===== src/rtl/regfile_read_arbiter.sv =====
// Round-robin arbiter sharing one register-file read port between NREQ requesters.
// Supports lock-based back-to-back reads, XZR, and same-cycle write-back forwarding.
module regfile_read_arbiter #(
  parameter int NREQ  = 3,
  parameter int WIDTH = 64,
  parameter int AW    = 5
) (
  input  logic                 clk,
  input  logic                 reset_n,
  input  logic [NREQ-1:0]      req_valid,
  input  logic [NREQ*AW-1:0]   req_addr,
  input  logic [NREQ-1:0]      req_lock,
  output logic [NREQ-1:0]      req_ready,
  output logic [AW-1:0]        mux_sel,
  input  logic [WIDTH-1:0]     mux_data,
  input  logic                 wr_en,
  input  logic [AW-1:0]        wr_addr,
  input  logic [WIDTH-1:0]     wr_data,
  output logic [NREQ-1:0]      rsp_valid,
  output logic [WIDTH-1:0]     rsp_data
);

  localparam int PW = (NREQ > 1) ? $clog2(NREQ) : 1;
  localparam logic [AW-1:0] XZR = '1;

  logic [PW-1:0]    ptr_q, ptr_d;
  logic [PW-1:0]    owner_q, owner_d;
  logic             owner_vld_q, owner_vld_d;
  logic [AW-1:0]    sel_q, sel_d;
  logic [NREQ-1:0]  rsp_valid_q, rsp_valid_d;
  logic [WIDTH-1:0] rsp_data_q, rsp_data_d;

  logic             gnt_any;
  logic [PW-1:0]    gnt_idx;
  logic [PW:0]      scan;
  logic [AW-1:0]    gnt_addr;
  logic [AW-1:0]    addr_arr [NREQ];

  for (genvar gi = 0; gi < NREQ; gi++) begin : g_addr
    assign addr_arr[gi] = req_addr[gi*AW +: AW];
  end

  // Lock owner wins while still requesting; otherwise scan upward from ptr with wrap.
  always_comb begin
    gnt_any = 1'b0;
    gnt_idx = '0;
    scan    = '0;
    if (owner_vld_q && req_valid[owner_q]) begin
      gnt_any = 1'b1;
      gnt_idx = owner_q;
    end else begin
      for (int k = 0; k < NREQ; k++) begin
        scan = {1'b0, ptr_q} + (PW+1)'(k);
        if (scan >= (PW+1)'(NREQ)) scan = scan - (PW+1)'(NREQ);
        if (!gnt_any && req_valid[scan[PW-1:0]]) begin
          gnt_any = 1'b1;
          gnt_idx = scan[PW-1:0];
        end
      end
    end
  end

  assign gnt_addr = addr_arr[gnt_idx];

  always_comb begin
    ptr_d       = ptr_q;
    owner_d     = owner_q;
    owner_vld_d = 1'b0;
    sel_d       = sel_q;
    rsp_valid_d = '0;
    rsp_data_d  = rsp_data_q;
    if (gnt_any) begin
      ptr_d       = (gnt_idx == PW'(NREQ-1)) ? '0 : gnt_idx + 1'b1;
      owner_d     = gnt_idx;
      owner_vld_d = req_lock[gnt_idx];
      sel_d       = gnt_addr;
      rsp_valid_d = {{(NREQ-1){1'b0}}, 1'b1} << gnt_idx;
      // The file is written at the same edge we sample, so a matching write must be bypassed.
      if (gnt_addr == XZR)
        rsp_data_d = '0;
      else if (wr_en && (wr_addr == gnt_addr))
        rsp_data_d = wr_data;
      else
        rsp_data_d = mux_data;
    end
  end

  // Handshake: a read transfers when req_valid[i] & req_ready[i]; no backpressure on responses.
  assign req_ready = (reset_n && gnt_any) ? rsp_valid_d : '0;
  assign mux_sel   = reset_n ? sel_d : '0;
  assign rsp_valid = rsp_valid_q;
  assign rsp_data  = rsp_data_q;

  always_ff @(posedge clk or negedge reset_n) begin
    if (!reset_n) begin
      ptr_q       <= '0;
      owner_q     <= '0;
      owner_vld_q <= 1'b0;
      sel_q       <= '0;
      rsp_valid_q <= '0;
      rsp_data_q  <= '0;
    end else begin
      ptr_q       <= ptr_d;
      owner_q     <= owner_d;
      owner_vld_q <= owner_vld_d;
      sel_q       <= sel_d;
      rsp_valid_q <= rsp_valid_d;
      rsp_data_q  <= rsp_data_d;
    end
  end

endmodule


===== config.mk =====
export PLATFORM = sky130hd
export DESIGN_NAME = regfile_read_arbiter
export DESIGN_NICKNAME = d
export VERILOG_FILES = /design/src/rtl/regfile_read_arbiter.sv
export SDC_FILE = /design/constraint.sdc
export NUM_CORES = 1
export LEC_CHECK = 0
export ABC_CLOCK_PERIOD_IN_PS = 3800
export CORE_MARGIN = 2
export CORE_UTILIZATION = 42
export CTS_CLUSTER_SIZE = 40
export DETAILED_ROUTE_END_ITERATION = 8
export PLACE_DENSITY_LB_ADDON = 0.1
export SYNTH_ARGS = -nofsm -noshare
export SYNTH_HDL_FRONTEND = slang
export SYNTH_SLANG_ARGS = --single-unit

===== constraint.sdc =====
create_clock -name clk -period 3.8 [get_ports clk]
set_input_delay 0.95 -clock clk [delete_from_list [all_inputs] [get_ports clk]]
set_output_delay 0.95 -clock clk [all_outputs]
set_load 0.02 [all_outputs]

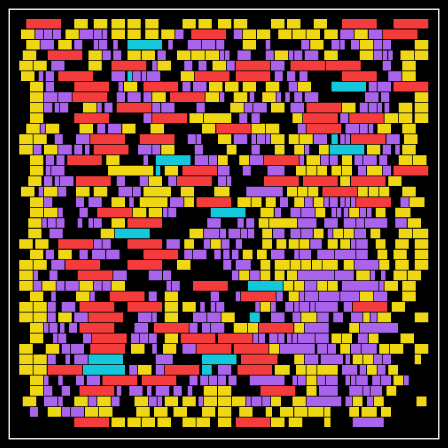
**Above:** run 1 (placed cells, one color a class).
[clock drivers and dummy loads] cyan | cells: 15 | share of their area: 3.5%
[remaining logic cells] purple | cells: 391 | share of their area: 35%
[remaining buffers and delay cells] yellow | cells: 330 | share of their area: 38%
[registers] red | cells: 77 | share of their area: 24%

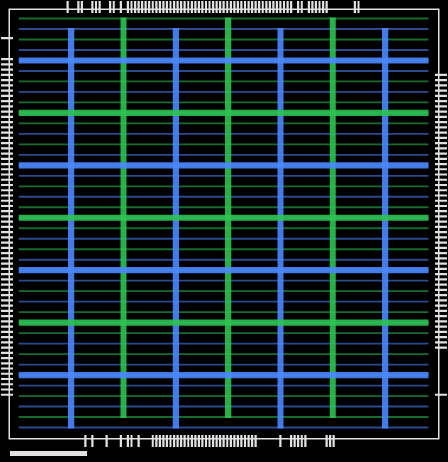
**Above:** run 1 (supply network).
Scale bar: 20 um. Pins as bars on the die edge.
[VSS] blue
[VDD] green
met4 straps: 7
met1 rails: 40
met5 straps: 7
signal pins: 232
die outline height: 111 um
Horiz. Die Dim: 111 um

==> job_summary.md, run 1 <==
## PnR job results

| Metric | Value |
|---|---|
| Count of boundary I/O pins | 232 |
| Number of antenna violations at the first check in global routing | 0 |
| CTS clk-pin slew, worst paths | 0.05 ns |
| Fp_density | 0.427 |
| Total number of vias | 5,649 |
| Most frequent cells after synthesis | 77 x dfrtp_1, 71 x nand2_1, 66 x and3_1 |
| Maximum root-to-sink buffer count | 2 |
| Final Skew | 0.00799 ns |
| Total routing resource utilization after global routing | 0.295 |
| Number of max-cap violations | 0 |
| Cell at the root of the clock tree | clkbuf_16 |
| Cell breakdown of the critical path | buf_8, and3b_1, or4_4, o32ai_4, o21a_4, buf_6, nand3_4, o21ai_2, nor2_1, nor2_1, and2_1, buf_6 |
| Critical Path Max Stage Delay | roughly 0.52 ns |
| Most repeated cell in the gate-level netlist after synthesis | dfrtp_1 |
| Wire length per cell after detailed routing | 19.5 um |
| Number of enable flip-flop cells | 0 |
| Cell types occupying the most area after synthesis | dfrtp_1 40%, a221o_1 14%, and3_1 8.6% |
| Fin nets | 970 |
| Total of endpoints with negative setup slack in the final report | 5 |
| Ys async rst share | 1.00 |
| Placed standard-cell area | 0.00752 sq mm |
| Max_slew headroom | 0.359 |
| DRC violations left | 0 |
| Final hold vios | 0 |
| Power Density | between 900 and 1000 mW/mm^2 |
| Transition time at the pin with the least slew margin | 0.961 ns |
| Synthesis warning total | 0 |
| Fraction of final layout cells with drive strength greater than 1 | 0.209 |
| Summed standard-cell area reported by yosys | 0.00481 sq mm |
| Leakage power total | 0.00364 uW |
| Post-route worst hold slack | 0.513 ns |
| Cells after Synth | 532 |
| Hold-fix buffers at CTS | 0 |
| Status | finished, violations left |
| Post-route setup slack | -0.110 ns |
| Area delta synth->final | 73.5% |
| Total number of clock tree sinks | 77 |
| DP HPWL | 12.0 mm |
| Maximum achievable frequency | 256 MHz |
| Initial DRC count | 508 |
| Number of global-route vias before repair | 5,599 |
| Synthesized area divided by synthesized cell count | approximately 9 sq um |
| Clock buffers created by TritonCTS | 9 |
| Total Routed Length | between 15 and 20 mm |
| Clock latency on the worst-skew pair | about 0.34 ns |
| Top cell type's share of synthesized area | 0.401 |
| Placement-stage worst setup slack | -1.03 ns |
| Pin count of the biggest net entering global routing | 115 |
| Synthesized cell area | 0.00481 sq mm |
| Clock tree from TritonCTS | yes |
| Diode insertion count for antenna repair | 0 |
| Iteration count of the initial detailed-routing pass | 7 |
| Tmin final | 3.91 ns |
| Wire length of the first global-routing pass | just under 30 mm |
| WP data required | 2.85 ns |
| Slowest-stage cell, CP | or4_4 |
| Critical path arrival | 2.96 ns |
| Chip Area | 0.0123 sq mm |
| Placeable core region | 0.0113 sq mm |
| Synth unique cells | 54 |
| Number of cell instances after yosys synthesis | about 530 |
| Flip-flop cell with the highest count after synthesis | dfrtp_1 |
| Cell type contributing the most total cell area after synthesis | dfrtp_1 |
| Max-slew violation count | 0 |
| Gp weighted congestion | 0.924 |
| Post-route cell area | about 0.0083 sq mm |
| Via density per instance | roughly 5.9 |
| Sum of overflow across all layers after global routing | 0 |
| Largest fanout on the critical path | 4 |
| Category of the most critical setup path | in2out |
| Std cell rows | 39 |
| Buffers on Ports | 231 |
| Kind of end point of the critical path | output port |
| Share of the yosys chip area belonging to registers | 0.401 |
| Count of state elements after synthesis | 77 |
| Net count entering floorplan | between 600 and 700 |
| H-tree Lvls | 3 |
| VDD IR-drop max | 0.605 mV |
| RSZ-0062 raised after global routing | true |
| Failing checks | setup timing |
| Post-route ant nets | 0 |
| Number of OpenROAD warnings | 33 |
| Worst min-delay path category | reg2reg |
| Critical path startpoint category | primary input |
| Part of the cycle the worst path needs | 1.03 |
| Total power draw | approximately 8200 uW |
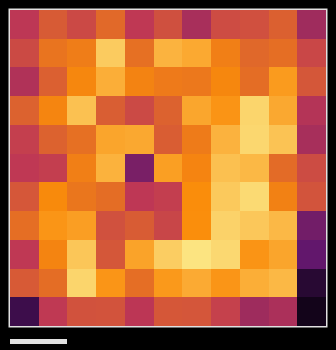
**Above:** run 1 (local utilization).
Scale bar: 20 um. 11 x 11 tiles, from black (low) to pale yellow (high), 0 to 100% covered.
fullest tile: 94%
mean over tiles: 66%
tiles over 75% full: 35%

[run 1: cell families after synthesis]
kind of cell	synth area share
fa+ha+maj	0.0104
buf+inv	0.0754
compound gates	0.198
xor+xnor	0.00728
simple gates	0.295
mux	0.0127
flops	0.401
[run 1: power by group]
group / leakage [uW] / switching, uW / internal, uW
combinational: 0.00259 / 2960 / 2860
clock: 0.000132 / 338 / 504
sequential: 0.000920 / 259 / 1270
[run 1: critical path: cells and delay by family]
| family | cells | cell delay [ns] |
|---|---|---|
| AND-OR/OR-AND | 3 | 0.50 |
| buffers and inverters | 3 | 0.34 |
| AND/OR/NAND/NOR | 6 | 1.16 |
[run 1: final timing paths]
check,start,end,slack (ns),depth (start not counted)
max,req_valid[2],mux_sel[1],-0.11,12
min,rsp_data[21],rsp_data[21],0.51,1
max reg2reg,ptr_q[0],rsp_data[27],0.05,20
min reg2reg,rsp_data[21],rsp_data[21],0.51,1
max in group asynchronous,reset_n,rsp_data[35],2.50,2
min in group asynchronous,reset_n,ptr_q[0],0.55,1
[run 1: per-layer routing]
metal | routed length [um] | track usage
met5 | 0 | 0
met2 | 8550 | 0.460
met3 | 1530 | 0.0782
met4 | 578 | 0.113
met1 | 7980 | 0.396
[run 1: sequential cells by signal, indices dropped and copies added (netlist names)]
register / cells
rsp_valid: 3
owner_q: 2
ptr_q: 2
owner_vld_q: 1
sel_q: 5
rsp_data: 64
[run 1: area by class of cell]
type / instances / area, sq um
clock buffer: 11 / 233
clock inverter: 4 / 50.0
fill: 817 / 2930
inverter: 10 / 40.0
multi-input combinational: 381 / 2780
sequential: 77 / 1930
tap: 143 / 179
timing repair buffer: 330 / 3140
[run 1: metrics by stage]
| step | std cells | util | setup TNS (ns) |
|---|---|---|---|
| after floorplan | 532 | - | 0 |
| after global placement | 904 | 0.667 | -49.84 |
| after detailed placement | 904 | 0.667 | -56.76 |
| after CTS | 944 | 0.720 | -0.504 |
| after global routing | 956 | 0.740 | -0.920 |
| final | 956 | 0.740 | -0.338 |
[run 1: repair_timing]
action | in CTS | in global routing
pin swaps | 11 | 22
setup endpoints to repair | 72 | 72
gates resized | 68 | 41
buffers inserted | 24 | 12
cloned | 1 | 0
endpoints found under the hold margin | 0 | 0
[run 1: layout by cell type, fill, tap and decap left out, types with 4 or more instances in the layout]
cell type and instances:
dfrtp_1 76, nand2b_1 5, nor4_1 64, and3_1 66, buf_4 89, o21ai_2 5
clkbuf_16 9, nor2_1 15, nand2_1 70, buf_6 11, a21oi_1 13, xor2_1 4
buf_12 4, and2_1 7, clkdlybuf4s50_1 219, a221o_1 65, inv_1 8
**Run 1: port wiring**

Scale bar: 20 um.
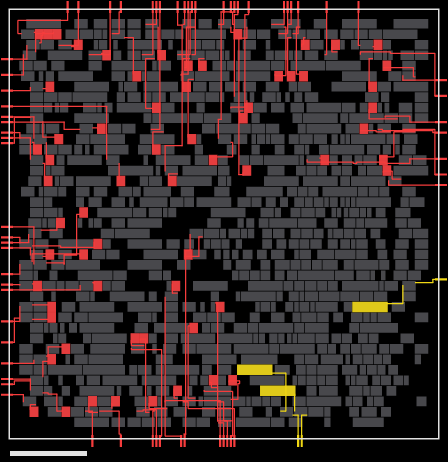

==> run 2: changes to the inputs <==
- ABC_CLOCK_PERIOD_IN_PS: 3800 -> 4300
- clock period: 3.8 -> 4.3 ns (I/O delays scaled with it)
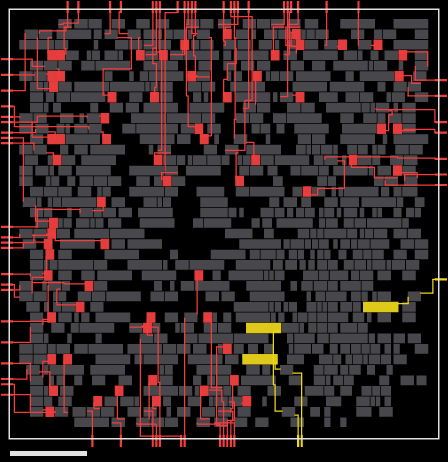
**Above:** run 2 (port wiring).
Scale bar: 20 um.
[`mux_data`] red | bits: 64 | direction: input | edge: 23 north, 22 west, 12 south, 7 east | end cells: 64 | buffers: 64 | wire: 1,470 um
[`rsp_valid`] yellow | bits: 3 | direction: output | edge: 2 south, 1 east | end cells: 3 | buffers: 3 | wire: 66.1 um

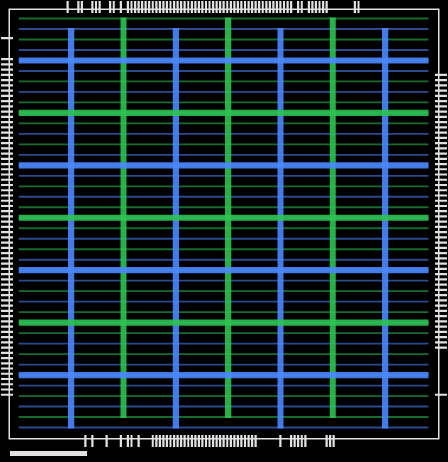
**Above:** run 2 (supply network).
Scale bar: 20 um. Pins as bars on the die edge.
[VSS] blue
[VDD] green
rows: 39
signal pins: 232
VDD IR-drop max: 0.547 mV
placeable core region: 0.0113 sq mm

==> run 2 against run 1 <==
  * Sequential share of layout area rose by 1.5 points
  * Flip-flop count stayed put
  * Critical path depth up 1
  * Synthesized cell count did not move
  * First-iteration DRC count is 6.5% higher
  * Worst setup slack gained 0.14 ns
  * The flow now finishes without violations
  * Worst hold slack lost 0.0040 ns
==> job_summary.md, run 2 <==
## PnR job results

| Metric | Value |
|---|---|
| Startpoint of the lowest-slack hold path | rsp_data[22] |
| Highest-utilization routing layer at the global route stage | met2 |
| Total number of clock tree sinks | ~77 |
| Maximum root-to-sink buffer count | 2 |
| Synth unique cells | 54 |
| Clock latency on the worst-skew pair | 0.33 ns |
| Most frequent cells after synthesis | 77 x dfrtp_1, 71 x nand2_1, 66 x and3_1 |
| Count of boundary I/O pins | 232 |
| Critical path startpoint category | primary input |
| Via density per instance | around 6 |
| Cells after Synth | 532 |
| Most repeated cell in the gate-level netlist after synthesis | dfrtp_1 |
| Critical path arrival | about 3.2 ns |
| Wire length per cell after detailed routing | around 20 um |
| Buffers on Ports | 231 |
| CP bufs+invs | 4 |
| GR Util met2 | 0.466 |
| Global routing usage on met1 | 0.366 |
| Horiz. Die Dim | 111 um |
| Most frequent logic cell in the layout | clkdlybuf4s50_1 |
| Kind of end point of the critical path | output port |
| Number of max-cap violations | 0 |
| DP HPWL | 11.8 mm |
| Cell types occupying the most area after synthesis | dfrtp_1 40%, a221o_1 14%, and3_1 8.6% |
| Top cell type's share of synthesized area | 0.401 |
| Number of OpenROAD warnings | 31 |
| Hold-fix buffers at CTS | 0 |
| Cell type contributing the most total cell area after synthesis | dfrtp_1 |
| Net count entering floorplan | just under 700 |
| Post-route cell area | 0.00784 sq mm |
| Cell breakdown of the critical path | buf_2, buf_4, and2_1, a221o_1, a21oi_2, a22oi_2, buf_4, mux2i_2, o21ai_2, nor2_1, nor2_1, and2_1, buf_6 |
| Worst min-delay path category | reg2reg |
| Max-slew violation count | 0 |
| Final Skew | approximately 0.010 ns |
| Pin count of the biggest net entering global routing | between 100 and 150 |
| Cell at the root of the clock tree | clkbuf_16 |
| Hold endpoint | rsp_data[22] |
| Most instantiated logic cells after routing | 219 x clkdlybuf4s50_1, 77 x dfrtp_1, 70 x nand2_1 |
| Fin nets | 925 |
| Share of the yosys chip area belonging to registers | 0.401 |
| Maximum achievable frequency | 234 MHz |
| WP data required | 3.22 ns |
| Category of the most critical setup path | in2out |
| CTS clk-pin slew, worst paths | 0.05 ns |
| Critical Path Max Stage Delay | roughly 0.33 ns |
| Largest register FFs | 64 |
| Family with the most delay on the worst path | AND-OR/OR-AND gates |
| Met3 Resource Use GR | 0.0711 |
| Tmin final | approximately 4.3 ns |
| Number of antenna violations at the first check in global routing | 0 |
| Number of enable flip-flop cells | 0 |
| Total Routed Length | 17.8 mm |
| Ys async rst share | 1.00 |
| Synthesis warning total | 0 |
| Reg2reg end | rsp_data[6] |
| Max_slew headroom | 0.367 |
| Post-route setup slack | between 0.03 and 0.04 ns |
| Post-route ant nets | 0 |
| H-tree Lvls | 3 |
| Clock buffers created by TritonCTS | 9 |
| Largest fanout on the critical path | 5 |
| Total routing resource utilization after global routing | 0.282 |
| Status | complete, no violations |
| Part of the cycle the worst path needs | 0.993 |
| Fraction of final layout cells with drive strength greater than 1 | 0.143 |
| Total power draw | 6690 uW |
| Leakage power total | around 0.0034 uW |
| Worst-case register-to-register setup slack | ~0.38 ns |
| Summed standard-cell area reported by yosys | 0.00481 sq mm |
| Final hold vios | 0 |
| Diode insertion count for antenna repair | 0 |
| Power Density | 853 mW/mm^2 |
| Final cell utilization of the core | 0.696 |
| Iteration count of the initial detailed-routing pass | 5 |
| Placed standard-cell area | approximately 0.0074 sq mm |
| Transition time at the pin with the least slew margin | approximately 0.95 ns |
| Reg2reg start | ptr_q[0] |
| Cell Count, Final, Fillers Out | 911 |
| Chip Area | 0.0123 sq mm |
| Cell total after placement | 888 |
| Total number of vias | approximately 5,500 |
| Std cell rows | 39 |
| Flip-flop cell with the highest count after synthesis | dfrtp_1 |
| Fp_density | 0.427 |
| Synthesized cell area | around 0.0048 sq mm |
| Count of state elements after synthesis | 77 |
| Hold-critical path depth | 1 |
| Total of endpoints with negative setup slack in the final report | 0 |
| Number of cell instances after yosys synthesis | roughly 530 |
| Length in cells of the worst reg-to-reg path | 15 |
| Area delta synth->final | 63.1% |
| Gp weighted congestion | 0.943 |
| Slowest-stage cell, CP | a221o_1 |
| Initial DRC count | 541 |
| Die outline height | 111 um |
| Number of global-route vias before repair | 5,386 |
| Wire length of the first global-routing pass | 28.4 mm |
| DRC violations left | 0 |
| Sum of overflow across all layers after global routing | 0 |
| Logic depth of the worst path, buffers included | 13 |
| Synthesized area divided by synthesized cell count | 9.04 sq um |
| Placement-stage worst setup slack | -0.875 ns |
| Clock tree from TritonCTS | yes |
[run 2: how the worst max path moves through the flow]
stage                       endpoint  slack, ns          from
after floorplan           mux_sel[0]       0.37  req_valid[2]
after global placement    mux_sel[3]      -0.74  req_valid[2]
after detailed placement  mux_sel[3]      -0.88  req_valid[2]
after CTS                 mux_sel[3]      0.002  req_valid[2]
after global routing      mux_sel[0]      -0.06  req_valid[2]
final                     mux_sel[0]       0.03  req_valid[2]
[run 2: metal layers]
layer  part of all wire  vias up
li1                   -     2495
met1               0.41     2652
met2               0.48      288
met3              0.083       49
met4              0.026        0
met5                  0        -
[run 2: layout make-up]
class,count,area (sq um)
clock inverter,4,72.6
inverter,10,37.5
multi-input combinational,381,2640
sequential,77,1930
tap,143,179
fill,879,3430
timing repair buffer,285,2750
clock buffer,11,243
[run 2: worst reg2reg max path, stage by stage (launching register included)]
cell and delay [ns]:
dfrtp_1 0.41, inv_1 0.10, ha_1 0.31, buf_4 0.18, mux2i_1 0.25, nor3_2 0.08, o21ai_2 0.21, a22oi_2 0.11
buf_4 0.18, buf_4 0.15, o21ai_0 0.14, a21oi_1 0.09, or4_2 0.69, buf_4 0.37, nor4_1 0.41, a221o_1 0.17
[run 2: logic make-up (layout without fill, tap and decap cells)]
logic type | after synthesis | in the layout | share of synthesized area
adders and majority gates | 4 | 4 | 0.0104
buffers and inverters | 74 | 310 | 0.0754
DFF | 77 | 77 | 0.401
AOI/OAI and AO/OA | 108 | 108 | 0.198
and+or+nand+nor | 259 | 259 | 0.295
xor gates and xnor gates | 4 | 4 | 0.00728
muxes | 6 | 6 | 0.0127
[run 2: per-stage QoR]
step	TNS [ns]	hold slack, ns
floorplan	0	0.481
global placement	-28.79	0.495
detailed placement	-30.60	0.499
CTS	0	0.515
global route	-0.102	0.533
finish	0	0.509
[run 2: repair_timing]
action | 4_1_cts | 5_1_grt
resized | 40 | 21
setup endpoints to repair | 72 | 9
setup buffers | 4 | 4
pin swaps | 7 | 10
[run 2: power by group]
group / internal [uW] / switching, uW / leakage [uW]
clock: 520 / 284 / 0.000152
combinational: 2100 / 2440 / 0.00233
sequential: 1120 / 221 / 0.000921
Power is estimated from default activity; no workload was simulated.
